==> config.mk <==
export PLATFORM = sky130hd
export DESIGN_NAME = bg_trim_ctrl
export DESIGN_NICKNAME = d
export VERILOG_FILES = /design/src/rtl/bg_trim_ctrl.sv
export SDC_FILE = /design/constraint.sdc
export NUM_CORES = 1
export LEC_CHECK = 0
export ABC_CLOCK_PERIOD_IN_PS = 4250
export CORE_ASPECT_RATIO = 1.5
export CORE_MARGIN = 2
export CORE_UTILIZATION = 50
export CTS_CLUSTER_DIAMETER = 120
export DETAILED_ROUTE_END_ITERATION = 10
export MAX_ROUTING_LAYER = met4
export PLACE_DENSITY_LB_ADDON = 0.12
export RECOVER_POWER = 100
export SLEW_MARGIN = 20
export SYNTH_ARGS = -nofsm -noshare
export SYNTH_HDL_FRONTEND = slang
export SYNTH_SLANG_ARGS = --single-unit
==> constraint.sdc <==
create_clock -name clk -period 4.25 [get_ports clk]
set_input_delay 0.85 -clock clk [delete_from_list [all_inputs] [get_ports clk]]
set_output_delay 0.85 -clock clk [all_outputs]
set_load 0.02 [all_outputs]
==> run_1/logic_types.png <==
Scale bar: 20 um.
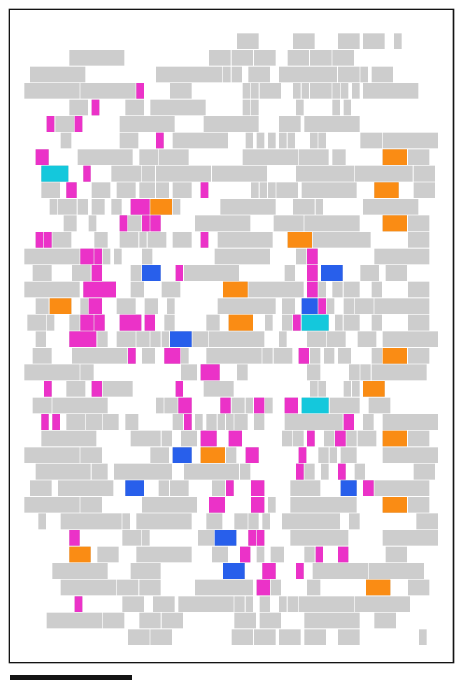
Key: blue = non-inverting ao/oa cells [cells 9]; cyan = fa/ha/maj cells [cells 3]; orange = mux cells [cells 15]; magenta = nor cells [cells 70]
commonest non-fill, non-tap cell in the layout: dfrtp_1
tally of non-filler cells in the final layout: 494
multi-input combinational area share: 38.6%

==> run_1/detail.png <==
Scale bar: 10 um. Window x 33 to 73, y 7 to 47 um. Cells in gray, sequential cells in the stronger gray; small squares are vias.
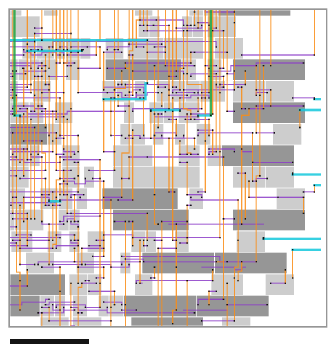
Key: orange = metal 2; purple = metal 1; cyan = metal 3; green = metal 4
Most frequent: a21oi_1 (11), nand2_1 (11). Sequential cells in the window: 13. 101 logic cells have their middle in the window.

==> run_1/layer_met3.png <==
Scale bar: 20 um. Cells faint in the background.
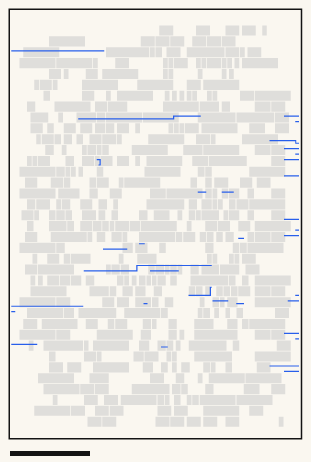
The layer carries 197 um of wire. The layer holds 2.6% of the routed length.
final wirelength: 7.63 mm
met3 demand-to-capacity share in global routing: 3.95%
number of vias in the routed layout: 2774

==> run_1/layer_met1.png <==
Scale bar: 20 um. Supply wires on this layer in gray.
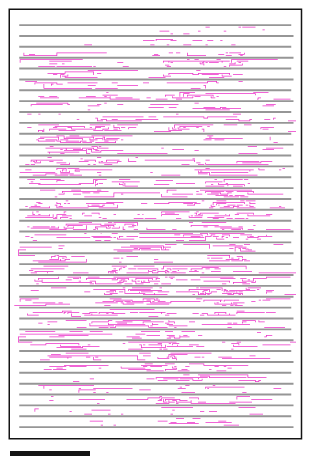
The longest straight run is 23.0 um. 392 nets have wire on it.
met1 demand-to-capacity share in global routing: 24.4%

==> summary.txt, run 1 <==
The flow run is done. The flow ran to the end, but the final reports show violations. The final reports fail on max-capacitance violations, max-slew violations. Switching power as a fraction of the total was reported as 32.6%. Largest driver fanout on the critical path landed at 14.

Violation count after the first detailed-route iteration landed at approximately 120. Fraction of synthesis flops using an asynchronous set or reset pin landed at 100%. Via count of the first global-routing pass landed at ~2800. Highest clock rate landed at 308 MHz. Entering global routing, the biggest net connects roughly 67 pins. The slowest stage of the critical path is the nor4_1 cell. And-or/or-and share of the synthesized area landed at 12.5%.

The layout has 621 filler cells. The number of clock buffers added by TritonCTS is 9. Proportion of netlist area held by the largest area contributor landed at between 40% and 50%. Per the detail_route report, vias per standard cell equal around 5.6. Max-slew check failures listed in the final report amount to approximately 67. Per the detail_route log, the uppermost layer with routed signals is met4. On the worst path, the slowest cell contributes a delay of 0.83 ns. Reported net switching power landed at roughly 600 uW.

Total power for the finished layout comes to 1840 uW. The biggest slice of the area belongs to flip-flops and latches. The kind of cell with the highest combined delay along the critical path is simple AND/OR/NAND/NOR gates. In the layout the tool counted multi-input logic cells amounting to between 200 and 300. STA classifies the critical path endpoint as a register. Along the worst hold path, the cell count comes to 0.

Required time at the worst-slack endpoint landed at between 4 and 5 ns. For the pin with the worst max-slew slack, the measured transition is ~1.6 ns. Number of inserted diodes landed at 0. The most critical hold endpoint after final layout shows a slack of 0.361 ns.

Across the whole layout, storage elements make up 39.1% of the cell area. TritonCTS built the clock tree. According to the hold report, the worst path is of the reg2reg type. Detailed routing placed a total of slightly below 200 um of wire on met3. The chip occupies between 7000 and 8000 sq um. The main area contributors are dfrtp_1 40%, dfstp_2 6.7%, nand2_1 5.2%.

Number of clock sinks seen by CTS landed at about 66. Looking at the gate-level netlist, the highest instance count belongs to dfrtp_1. Max-cap violations in this run came to 1. Post-cts repair resize count landed at 0.

The tree is rooted in a clkbuf_8. From left edge to right edge, the die measures around 73 um. Number of antenna violations at the first check in global routing landed at 0. Total buffers and inverters traversed by the critical path landed at 0.
## Run 2: what changed since run 1
--- a/config.mk
+++ b/config.mk
@@ -5,7 +5,7 @@
 export SDC_FILE = /design/constraint.sdc
 export NUM_CORES = 1
 export LEC_CHECK = 0
-export ABC_CLOCK_PERIOD_IN_PS = 4250
+export ABC_CLOCK_PERIOD_IN_PS = 3350
 export CORE_ASPECT_RATIO = 1.5
 export CORE_MARGIN = 2
 export CORE_UTILIZATION = 50
==> constraint.sdc (replaced) <==
create_clock -name clk -period 3.35 [get_ports clk]
set_input_delay 0.67 -clock clk [delete_from_list [all_inputs] [get_ports clk]]
set_output_delay 0.67 -clock clk [all_outputs]
set_load 0.02 [all_outputs]
==> summary.txt, run 2 <==
The flow run is done. Routed wire length on met3 landed at 237 um (+20%). TritonCTS built the clock tree. Multi-input logic portion of the cell area landed at 38.7% (+0.092 points). Routed signal wires occupy layers up through met4.

The post-synth count of flops with an enable pin is 0. Leaving out fill and tap cells, the most frequent cell in the layout is dfrtp_1. VDD sags by at most about 0.35 mV. Fraction of synthesis flops using an asynchronous set or reset pin landed at 100% (unchanged).

In this design, the largest share of critical-path delay is due to simple AND/OR/NAND/NOR gates. The final reports fail on max-capacitance violations, max-slew violations. The number of antenna violations at the first check in global routing was 0 (unchanged). The most common cell in the synthesized netlist is dfrtp_1. Met1 track utilization from global routing landed at 24.3% (-0.060 points).

The worst hold margin came to 0.360 ns (-0.00150 ns). Minimum clock period landed at 2.85 ns. Post-cts repair resize count landed at 0 (unchanged). Die span in x landed at 72.8 um (unchanged).

Detailed-route wire length landed at 7.74 mm (+1.4%). The first global-routing pass estimated 12.7 mm of wire. The largest driver fanout on the critical path is 14 (unchanged).

The proportion of netlist area held by the largest area contributor was 40.2% (unchanged). In the post-synthesis netlist, the biggest area contributors are dfrtp_1 40%, dfstp_2 6.7%, nand2_1 5.2%. STA classifies the critical path endpoint as a register. Total number of vias landed at 2852 (+2.8%).

The highest clock rate came to 351 MHz (+14%). Final-report max-slew violation count landed at 67 (unchanged). The cell sitting at the root of the clock tree is a clkbuf_8. Number of post-CTS setup repair buffers landed at 0. Met3 track utilization from global routing landed at 5.55% (+1.6 points). And-or/or-and share of the synthesized area landed at 12.5% (unchanged). Reported net switching power landed at 749 uW (+25%). Ranked by total area, the top cell class in this layout is flip-flops and latches.

Chip footprint landed at 7800 sq um (unchanged). Number of inserted diodes landed at 0 (unchanged). Combinational gate count landed at 264 (unchanged).

The final layout reports a setup TNS of 0 ns. Number of clock sinks seen by CTS landed at 66 (unchanged). Count of filler cells inserted in the layout landed at 585 (-5.8%). Register share of the cell area landed at 39.0% (-0.11 points). Via count of the first global-routing pass landed at 2700 (-2.2%).

Violation count after the first detailed-route iteration landed at 210 (+83%). Total buffers and inverters traversed by the critical path landed at 0 (unchanged). The total power came to 2260 uW (+22%).

Number of buffers added by the clock tree synthesis step landed at 9 (unchanged). Largest net degree at the start of global routing landed at 67 (unchanged). Area occupied by multi-input gates landed at approximately 1700 sq um. Count of placed standard cells in the final layout, fillers left out landed at 500 (+1.2%).

The required time at the worst-slack endpoint was 3.61 ns (-0.90 ns). Number of vias per cell landed at 5.70 (+1.6%). Number of maximum-capacitance constraint violations landed at 1 (unchanged).

The run finished, with violations left. The path class of the tightest hold or removal check is reg2reg. Cell count of the worst hold path landed at 0 (unchanged).
==> run_2/detail.png <==
Scale bar: 10 um. Window x 33 to 73, y 7 to 47 um. Cells in gray, sequential cells in the stronger gray; small squares are vias.
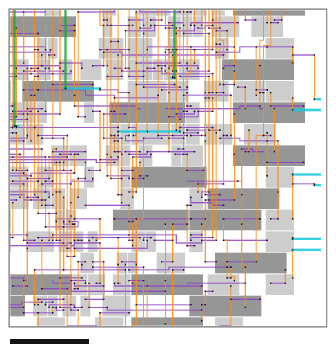
Key: purple = metal 1; green = metal 4; orange = metal 2; cyan = metal 3
Most frequent: a21oi_1 (12), dfrtp_1 (10). 100 logic cells have their middle in the window. Sequential cells in the window: 14.

Power figures rest on the tool's default switching activity, not on a simulated workload.
